### Clock wires, drivers and flops, run 1

Scale: 6 px per um.
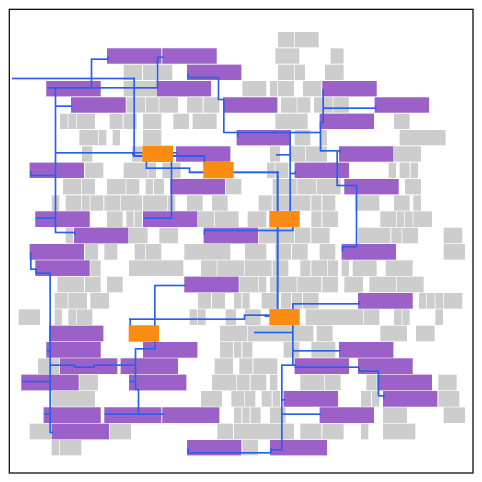
### I/O pins on the die edge, run 1

Scale: 4 px per um. Pins as bars across the die edge, other pins in grey.
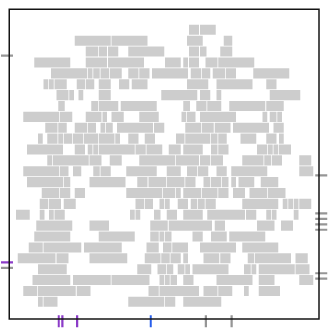
### Clock nets, run 1

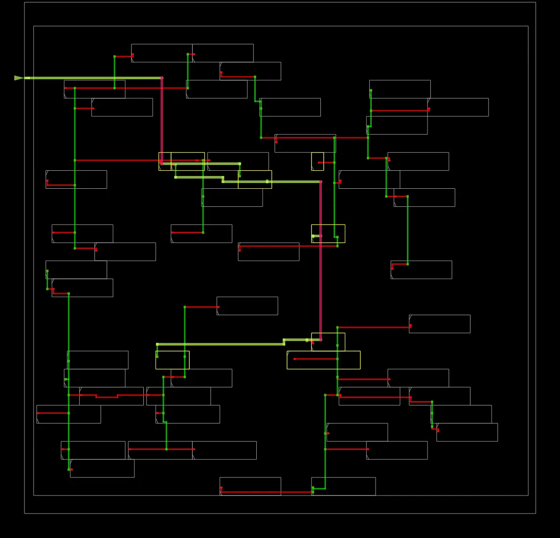
## src/rtl/keypad_scanner.sv

```systemverilog
// keypad_scanner
//   Scans a 4x4 active-low matrix keypad one column at a time. The row returns
//   are synchronised and debounced, and the pressed key is encoded as
//   {row[1:0], col[1:0]}. The first pressed key that is found locks the scan
//   onto its column until that key is released.
//
// Ports
//   clk        in   system clock
//   reset      in   asynchronous, active-high reset
//   row_in     in   [3:0] keypad rows, active-low, asynchronous to clk
//   col_out    out  [3:0] column drive, exactly one bit low
//   key_val    out  [3:0] code of the last accepted key
//   key_down   out  high while an accepted key is held
//   key_strobe out  one-cycle pulse per accepted press (and per repeat)
//
// Configuration
//   KEYPAD_TYPEMATIC_EN : when defined, a held key repeats its strobe every
//                         REPEAT_SAMPLES sample ticks. When undefined, each
//                         accepted press gives exactly one strobe.

module keypad_scanner #(
  parameter logic [15:0] SCAN_DIV       = 16'd50000,
  parameter logic [3:0]  DEBOUNCE_CNT   = 4'd4,
  parameter logic [7:0]  REPEAT_SAMPLES = 8'd100
) (
  input  logic       clk,
  input  logic       reset,
  input  logic [3:0] row_in,
  output logic [3:0] col_out,
  output logic [3:0] key_val,
  output logic       key_down,
  output logic       key_strobe
);

  typedef enum logic [1:0] {SCAN, DEBOUNCE, HELD} state_t;

  state_t      state_q, state_d;
  logic [3:0]  sync1_q, rs_q;
  logic [15:0] div_q, div_d;
  logic [1:0]  col_q, col_d;
  logic [3:0]  cand_q, cand_d;
  logic [3:0]  match_q, match_d;
  logic [3:0]  rel_q, rel_d;
  logic [3:0]  key_val_q, key_val_d;
  logic        key_down_q, key_down_d;
  logic        key_strobe_q, key_strobe_d;
`ifdef KEYPAD_TYPEMATIC_EN
  logic [7:0]  rep_q, rep_d;
`else
  logic        unused_rep;
  assign unused_rep = ^REPEAT_SAMPLES;
`endif

  logic       tick;
  logic       key_present;
  logic [1:0] row_code;

  // The dwell counter free-runs in every state; its last count is the tick.
  assign tick        = (div_q == (SCAN_DIV - 16'd1));
  assign div_d       = tick ? 16'd0 : (div_q + 16'd1);
  assign key_present = (rs_q != 4'hF);

  // Lowest-index low row wins when several rows are pulled low together.
  always_comb begin
    row_code = 2'd3;
    if (!rs_q[0])      row_code = 2'd0;
    else if (!rs_q[1]) row_code = 2'd1;
    else if (!rs_q[2]) row_code = 2'd2;
  end

  // Scan / debounce / hold sequencing. Everything advances only on ticks,
  // so the synchroniser has settled after each column change.
  always_comb begin
    state_d      = state_q;
    col_d        = col_q;
    cand_d       = cand_q;
    match_d      = match_q;
    rel_d        = rel_q;
    key_val_d    = key_val_q;
    key_down_d   = key_down_q;
    key_strobe_d = 1'b0;
`ifdef KEYPAD_TYPEMATIC_EN
    rep_d        = rep_q;
`endif
    if (tick) begin
      case (state_q)
        SCAN: begin
          if (!key_present) begin
            col_d = col_q + 2'd1;
          end else begin
            cand_d  = {row_code, col_q};
            match_d = 4'd1;
            rel_d   = 4'd0;
            if (DEBOUNCE_CNT == 4'd1) begin
              // A single consistent sample is enough: accept immediately.
              state_d      = HELD;
              key_val_d    = {row_code, col_q};
              key_down_d   = 1'b1;
              key_strobe_d = 1'b1;
`ifdef KEYPAD_TYPEMATIC_EN
              rep_d        = 8'd0;
`endif
            end else begin
              state_d = DEBOUNCE;
            end
          end
        end
        DEBOUNCE: begin
          if (key_present && (row_code == cand_q[3:2])) begin
            match_d = match_q + 4'd1;
            if ((match_q + 4'd1) == DEBOUNCE_CNT) begin
              state_d      = HELD;
              key_val_d    = cand_q;
              key_down_d   = 1'b1;
              key_strobe_d = 1'b1;
              rel_d        = 4'd0;
`ifdef KEYPAD_TYPEMATIC_EN
              rep_d        = 8'd0;
`endif
            end
          end else begin
            // Bounce or a different row: give up and move on.
            match_d = 4'd0;
            col_d   = col_q + 2'd1;
            state_d = SCAN;
          end
        end
        HELD: begin
          if (key_present) begin
            rel_d = 4'd0;
          end else begin
            rel_d = rel_q + 4'd1;
          end
          if (!key_present && ((rel_q + 4'd1) == DEBOUNCE_CNT)) begin
            // Release wins over a repeat that would fall on the same tick.
            state_d    = SCAN;
            key_down_d = 1'b0;
            col_d      = col_q + 2'd1;
            rel_d      = 4'd0;
            match_d    = 4'd0;
`ifdef KEYPAD_TYPEMATIC_EN
            rep_d      = 8'd0;
`endif
          end else begin
`ifdef KEYPAD_TYPEMATIC_EN
            rep_d = rep_q + 8'd1;
            if ((rep_q + 8'd1) == REPEAT_SAMPLES) begin
              rep_d        = 8'd0;
              key_strobe_d = 1'b1;
            end
`endif
          end
        end
        default: begin
          state_d = SCAN;
        end
      endcase
    end
  end

  always_ff @(posedge clk or posedge reset) begin
    if (reset) begin
      sync1_q      <= 4'hF;
      rs_q         <= 4'hF;
      state_q      <= SCAN;
      div_q        <= 16'd0;
      col_q        <= 2'd0;
      cand_q       <= 4'd0;
      match_q      <= 4'd0;
      rel_q        <= 4'd0;
      key_val_q    <= 4'd0;
      key_down_q   <= 1'b0;
      key_strobe_q <= 1'b0;
`ifdef KEYPAD_TYPEMATIC_EN
      rep_q        <= 8'd0;
`endif
    end else begin
      sync1_q      <= row_in;
      rs_q         <= sync1_q;
      state_q      <= state_d;
      div_q        <= div_d;
      col_q        <= col_d;
      cand_q       <= cand_d;
      match_q      <= match_d;
      rel_q        <= rel_d;
      key_val_q    <= key_val_d;
      key_down_q   <= key_down_d;
      key_strobe_q <= key_strobe_d;
`ifdef KEYPAD_TYPEMATIC_EN
      rep_q        <= rep_d;
`endif
    end
  end

  assign col_out    = ~(4'b0001 << col_q);
  assign key_val    = key_val_q;
  assign key_down   = key_down_q;
  assign key_strobe = key_strobe_q;

endmodule
```

## config.mk

```make
export PLATFORM = sky130hd
export DESIGN_NAME = keypad_scanner
export DESIGN_NICKNAME = d
export VERILOG_FILES = /design/src/rtl/keypad_scanner.sv
export SDC_FILE = /design/constraint.sdc
export NUM_CORES = 1
export LEC_CHECK = 0
export CAP_MARGIN = 20
export CORE_UTILIZATION = 40
export CTS_BUF_LIST = sky130_fd_sc_hd__clkbuf_4 sky130_fd_sc_hd__clkbuf_8
export DETAILED_ROUTE_END_ITERATION = 6
export GPL_ROUTABILITY_DRIVEN = 0
export PLACE_DENSITY_LB_ADDON = 0.08
export SYNTH_ARGS = -nofsm -noshare
export SYNTH_HDL_FRONTEND = slang
export SYNTH_SLANG_ARGS = --single-unit
```

## constraint.sdc

```tcl
create_clock -name clk -period 1.9 [get_ports clk]
set_clock_uncertainty 0.05 [all_clocks]
set_input_delay 0.38 -clock clk [delete_from_list [all_inputs] [get_ports clk]]
set_output_delay 0.38 -clock clk [all_outputs]
set_load 0.02 [all_outputs]
```

==> flow_summary.toml, run 1 <==
# physical design summary
[finish]
instances_no_fill = 338
drive_gt1_frac = 0.328
diodes = 0
finalInstanceArea_um2 = 3060
area_growth_pct = 35.7
nets = 284
layout_top_cells = "dfrtp_1, buf_4, nand2_1, nor2_1"
final_util = 0.580

[power]
p_int_uw = 1410
power_density_nw_per_um2 = 579
p_comb_uw = 54.8
cellLeakagePower_uw = 0.00140
p_total_uw = 1770
seqPwrFrac = 0.566
netSwitchingFraction = 0.205
p_comb_frac = 0.031
maxPowerGroup = "registers"
ir_drop_v = 0.000481
p_seq_uw = 1000
p_switching_uw = 364

[sta]
timing.setup.tns_ps = -405
fin_crit_sh = 1.06
max_slew_margin = 0.759
finalHoldViolCount = 0
drv_slew = 0
worst_slack_ps = -106
fmax_ghz = 0.499
worst_pin_slew_ps = 362
period_needed_ps = 2010
finalSetupViolations = 11
rsz0062_at_grt = "true"
hold_ws_ps = 308

[clock_network]
holdBufCountCts = 0
htreeDepth = 2
cts-root-buf = "clkbuf_8"
cts_tree = "built"
clock-sinks = 46
clock_path_buffers = 2
cts.repair.resized = 21
clkTransAtPathRegs_ps = 80
cts_setup_buffers = 7

[synthesis]
ys_cells = 205
synth_area_per_cell_um2 = 11.0
syn-instance-count = 205
ys_async_sr_fraction = 1.00
ys_seq_frac = 0.516
yosys_area_um2 = 2250
topCellsByArea = "dfrtp_1, dfstp_2, ha_1"
numSynthFlops = 46
logic_family = "simple AND/OR/NAND/NOR gates"
ys_types = 44
synthMuxAreaShare = 0.0400
compound_area_frac = 0.0978
yosysTopAreaCell = "dfrtp_1"
netlist_area_um2 = 2250
synthSimpleGateAreaFrac = 0.202
top_area_frac = 0.422
fp_nets = 222
edf_count = 0
adder_share = 0.0611
xor_share = 0.0583
synth_top_flop_cell = "dfrtp_1"
yosysWarnings = 0

[critical_path]
startpoint_type = "flop"
critPathCaptureType = "flop"
path_max_fanout = 4
critPathSlowestCell = "or4_4"
path_buffers = 1
critPathRequiredTime_ps = 2030
cpLargestDelayFamily = "simple AND/OR/NAND/NOR gates"
crit_arrival_ps = 2140
cpPeakStageDelay_ps = 550
worstPathCellList = "or4_4 > nor4_4 > buf_4 > and4_4 > mux2_4"
criticalPathCategory = "reg -> reg"

[grt]
grt_pass1_wl_um = 8250
grt_use_total = 0.175
antenna_found_initial = 0
grt-ovfl-total = 0
grt_pass1_vias = 1783
grt_max_degree = 47

[drt]
routed_wl_um = 4750
firstDrtPassIters = 4
vias = 1710
drc = 0
vias_per_cell = 5.06
routedWlPerCell_um = 14.1
drt_iter0_drc = 106
ant_nets = 0

[status]
failed_checks = "setup timing"
status = "finished, violations left"

[placement]
post-place-ws_ps = -167
post_dp_cell_area_um2 = 2750
dp.cells = 319
place_hpwl_um = 3490

[floorplan]
rows = 26
fp_util = 0.427
ios = 16
core_area_um2 = 5270
chipArea_um2 = 5930

[flow_run]
warning_count = 35
cap_violations = 0

[min_path]
min_path_type = "reg -> reg"
Back to the opening pictures, 'Clock wires, drivers and flops':
Key: clock-net drivers = orange [count 5]; clock wires = blue [length 538 um]; flip-flops = purple [count 46]
There are 6 routed clock nets.
Power Clock: 713 uW
clock share of power: 0.403

Back to the opening pictures, 'I/O pins on the die edge':
Key: row_in = purple [pins 4, direction input, edge 3 south, 1 west]; key_strobe = blue [pins 1, direction output, edge south]
Port Buf Inserts: 15
DIE WIDTH: 77.0 um

Back to the opening pictures, 'Clock nets':
layout sequential cell count: 46
Clock buffer cells: 5
total CTS buffers: 5
Late-Pin Clk Latency: 300 ps

## run 1: cell usage after synthesis, types with 4 or more instances
library cell and n:
ha_1 11, nand3_1 9, nand2_1 18, and3_1 5, o21ai_0 9, dfrtp_1 38, xor2_1 6, nand4_1 5
and4_1 4, dfstp_2 8, nor2_1 14, mux2_2 7, inv_1 13, xnor2_1 9
## run 1: state kept, by name (all words and copies together) (netlist names)
name / flops
div_q: 16
cand_q: 4
rel_q: 4
col_q: 2
sync1_q: 4
rs_q: 4
match_q: 4
key_down: 1
state_q: 2
key_strobe: 1
key_val: 4
## run 1: path summary, 6_finish.rpt
kind                                         end  slack (ps)  cells after the start                  from
min in group asynchronous  cand_q[3]$_DFFE_PP0P_         390                      3                 reset
max reg2reg                 col_q[1]$_DFFE_PP0P_        -110                      5    div_q[7]$_DFF_PP0_
min                            rs_q[2]$_DFF_PP1_         310                      0  sync1_q[2]$_DFF_PP1_
max in group asynchronous   sync1_q[0]$_DFF_PP1_        1140                      3                 reset
min reg2reg                    rs_q[2]$_DFF_PP1_         310                      0  sync1_q[2]$_DFF_PP1_
max                         col_q[1]$_DFFE_PP0P_        -110                      5    div_q[7]$_DFF_PP0_
## run 1: routing by layer
| metal | GRT usage | vias up | part of all wire |
|---|---|---|---|
| li1 | - | 853 | - |
| met5 | 0 | - | 0 |
| met4 | 0.0377 | 0 | 0.0076 |
| met3 | 0.0405 | 5 | 0.024 |
| met2 | 0.313 | 19 | 0.53 |
| met1 | 0.215 | 833 | 0.44 |
## run 1: layout make-up
type	instances	area, um^2
multi-input combinational	144	1160
sequential	46	1160
fill	455	2210
clock buffer	5	68.8
inverter	13	48.8
tap	70	87.6
timing repair buffer	57	488
clock inverter	3	40.0
==> inputs of run 2 (changes only) <==
--- a/config.mk
+++ b/config.mk
@@ -6,8 +6,9 @@
 export NUM_CORES = 1
 export LEC_CHECK = 0
 export CAP_MARGIN = 20
-export CORE_UTILIZATION = 40
-export CTS_BUF_LIST = sky130_fd_sc_hd__clkbuf_4 sky130_fd_sc_hd__clkbuf_8
+export CORE_UTILIZATION = 50
+export CTS_BUF_LIST = sky130_fd_sc_hd__clkbuf_16
+export CTS_CLUSTER_SIZE = 25
 export DETAILED_ROUTE_END_ITERATION = 6
 export GPL_ROUTABILITY_DRIVEN = 0
 export PLACE_DENSITY_LB_ADDON = 0.08
==> flow_summary.toml, run 2 <==
# physical design summary
[drt]
vias = 1801
drt_iter0_drc = 92
firstDrtPassIters = 4
routedWlPerCell_um = 16.3
vias_per_cell = 5.63
wl_met3_um = 186
ant_nets = 0
top_layer = "met4"
met2_length_um = 2790
routed_wl_um = 5210
drc = 0
wl_met1_um = 2150

[power]
netSwitchingFraction = 0.182
p_comb_frac = 0.029
p_int_uw = 1780
p_comb_uw = 62.3
ir_drop_v = 0.000606
power_density_nw_per_um2 = 686
p_clk_uw = 1110
maxPowerGroup = "clock"
p_seq_uw = 1000
cellLeakagePower_uw = 0.00145
seqPwrFrac = 0.460
p_clk_frac = 0.511
p_switching_uw = 396

[synthesis]
ys_async_sr_fraction = 1.00
edf_count = 0
ys_cells = 205
synth.most_common_cell = "dfrtp_1"
adder_share = 0.0611
syn-instance-count = 205
topCellsByArea = "dfrtp_1, dfstp_2, ha_1"
top_cells_by_count = "dfrtp_1, nand2_1, nor2_1, inv_1, ha_1"
numSynthFlops = 46
synthSimpleGateAreaFrac = 0.202
top_area_frac = 0.422
netlist_area_um2 = 2250
ys_seq_frac = 0.516
yosysWarnings = 0
compound_area_frac = 0.0978
ys_types = 44
yosys_area_um2 = 2250
synth_top_flop_cell = "dfrtp_1"
yosysTopAreaCell = "dfrtp_1"
synth_area_per_cell_um2 = 11.0
logic_family = "simple AND/OR/NAND/NOR gates"
fp_nets = 222
xor_share = 0.0583

[sta]
timing.setup.tns_ps = -395
worst_pin_slew_ps = 322
drv_slew = 0
fin_crit_sh = 1.06
hold_ws_ps = 306
max_slew_margin = 0.784
fmax_ghz = 0.495
rsz0062_at_grt = "true"
finalSetupViolations = 8
finalHoldViolCount = 0
period_needed_ps = 2020
worst_slack_ps = -121

[grt]
grt_use_total = 0.235
grt-ovfl-total = 0
grt_pass1_wl_um = 8830
grt_util_met2 = 0.438
antenna_found_initial = 0
grt_pass1_vias = 1858
grt_max_degree = 47
use_met1 = 0.270
top_usage_layer = "met2"
use_met3 = 0.0380

[finish]
drive_gt1_frac = 0.343
regMostFlops = "div_q"
diodes = 0
final_util = 0.728
area_growth_pct = 40.7
largest_reg_flops = 16
finalInstanceArea_um2 = 3170
nets = 284
fill_cells = 287
layout_top_cells = "dfrtp_1, buf_4, nand2_1, nor2_1, inv_1"

[min_path]
hp-start = "sync1_q[1]$_DFF_PP1_"
min_path_type = "reg -> reg"

[critical_path]
critPathCaptureType = "flop"
cp-startpoint = "div_q[10]$_DFF_PP0_"
cpPeakStageDelay_ps = 540
cpLargestDelayFamily = "simple AND/OR/NAND/NOR gates"
startpoint_type = "flop"
crit_arrival_ps = 2140
critPathRequiredTime_ps = 2010
path_max_fanout = 4
path_buffers = 1
worstPathCellList = "or4_4 > nor4_4 > buf_6 > and4_4 > mux2_4"
crit-reg2reg-launch = "div_q[10]$_DFF_PP0_"
critPathSlowestCell = "or4_4"
criticalPathCategory = "reg -> reg"

[status]
status = "finished, violations left"
failed_checks = "setup timing"

[floorplan]
chipArea_um2 = 4780
core_area_um2 = 4350
rows = 24
fp_util = 0.517
ios = 16

[clock_network]
cts_tree = "built"
cts-root-buf = "clkbuf_16"
clock-sinks = 46
clk_latency_ps = 280
cts_buffers = 5
htreeDepth = 2
clkTransAtPathRegs_ps = 60
clock_path_buffers = 2

[flow_run]
cap_violations = 0
warning_count = 35

[placement]
place_hpwl_um = 3410
post_dp_cell_area_um2 = 2730
port_buffers = 15
dp.cells = 301
==> run 2: cell type report <==
class | count | area (um^2) | area share
multi-input cells | 144 | 1200 | 0.379
clock buffers | 5 | 125 | 0.0395
repair buffers | 57 | 499 | 0.158
inverters | 13 | 48.8 | 0.0154
clock inverters | 3 | 68.8 | 0.0217
well taps | 52 | 65.1 | 0.0205
flip-flops and latches | 46 | 1160 | 0.367
==> run 2: final timing paths <==
| check | cells after the start | end | slack [ps] |
|---|---|---|---|
| setup / recovery | 5 | col_q[1]$_DFFE_PP0P_ | -120 |
| hold / removal | 0 | rs_q[1]$_DFF_PP1_ | 310 |
| setup reg to reg | 5 | col_q[1]$_DFFE_PP0P_ | -120 |
| hold reg to reg | 0 | rs_q[1]$_DFF_PP1_ | 310 |
| max in group asynchronous | 3 | sync1_q[2]$_DFF_PP1_ | 1140 |
| min in group asynchronous | 3 | state_q[0]$_DFFE_PP0P_ | 400 |
==> run 2: kinds of logic (layout without fill, tap and decap cells) <==
kind of cell | Yosys count | in the layout
XOR/XNOR | 15 | 15
adder cells (fa/ha/maj) | 11 | 11
AND-OR/OR-AND | 31 | 31
AND/OR/NAND/NOR | 79 | 79
buffers and inverters | 15 | 78
multiplexers | 8 | 8
flip-flops | 46 | 46
==> run 2: metrics by stage <==
step | setup slack, ps | power (uW)
3_5_place_dp | -156 | 1070
4_1_cts | -91.0 | 2190
2_1_floorplan | -104 | 1040
3_3_place_gp | -108 | 1070
5_1_grt | -162 | 2240
6_report | -121 | 2180
==> run 2: timing repair <==
item | 4_1_cts | 5_1_grt
hold endpoints to repair | 0 | 0
setup endpoints to repair | 21 | 20
pin swaps | 9 | 14
buffers inserted | 8 | 4
resized | 23 | 22
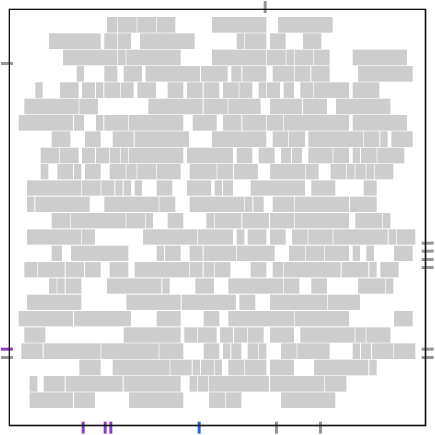
*I/O pins on the die edge, run 2*
Scale: 6 px per um. Pins as bars across the die edge, other pins in grey.
Key: row_in = purple [pins 4, direction input, edge 3 south, 1 west]; key_strobe = blue [pins 1, direction output, edge south]
All pins by edge: 6 east, 6 south, 3 west, 1 north.
Die Span Y: 69.1 um
DIE WIDTH: 69.1 um

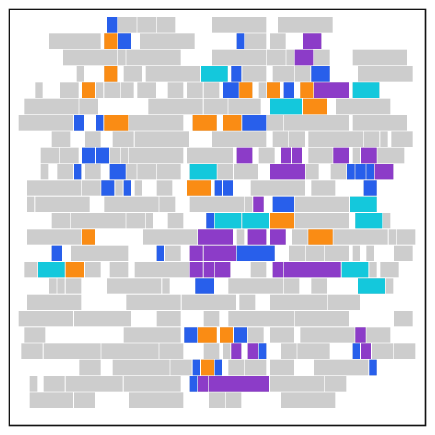
*Selected gate families, run 2*
Scale: 6 px per um.
Key: and/or cells = orange [cells 18, most used and3_1]; fa/ha/maj cells = cyan [cells 11, most used ha_1]; nand cells = blue [cells 36, most used nand2_1, where spread over the die]; aoi and oai cells = purple [cells 27, most used o21ai_0]
Non-Filler Instances: 320
logic share of the area: 0.379
most numerous logic cell after layout: dfrtp_1

Power is estimated from default activity; no workload was simulated.
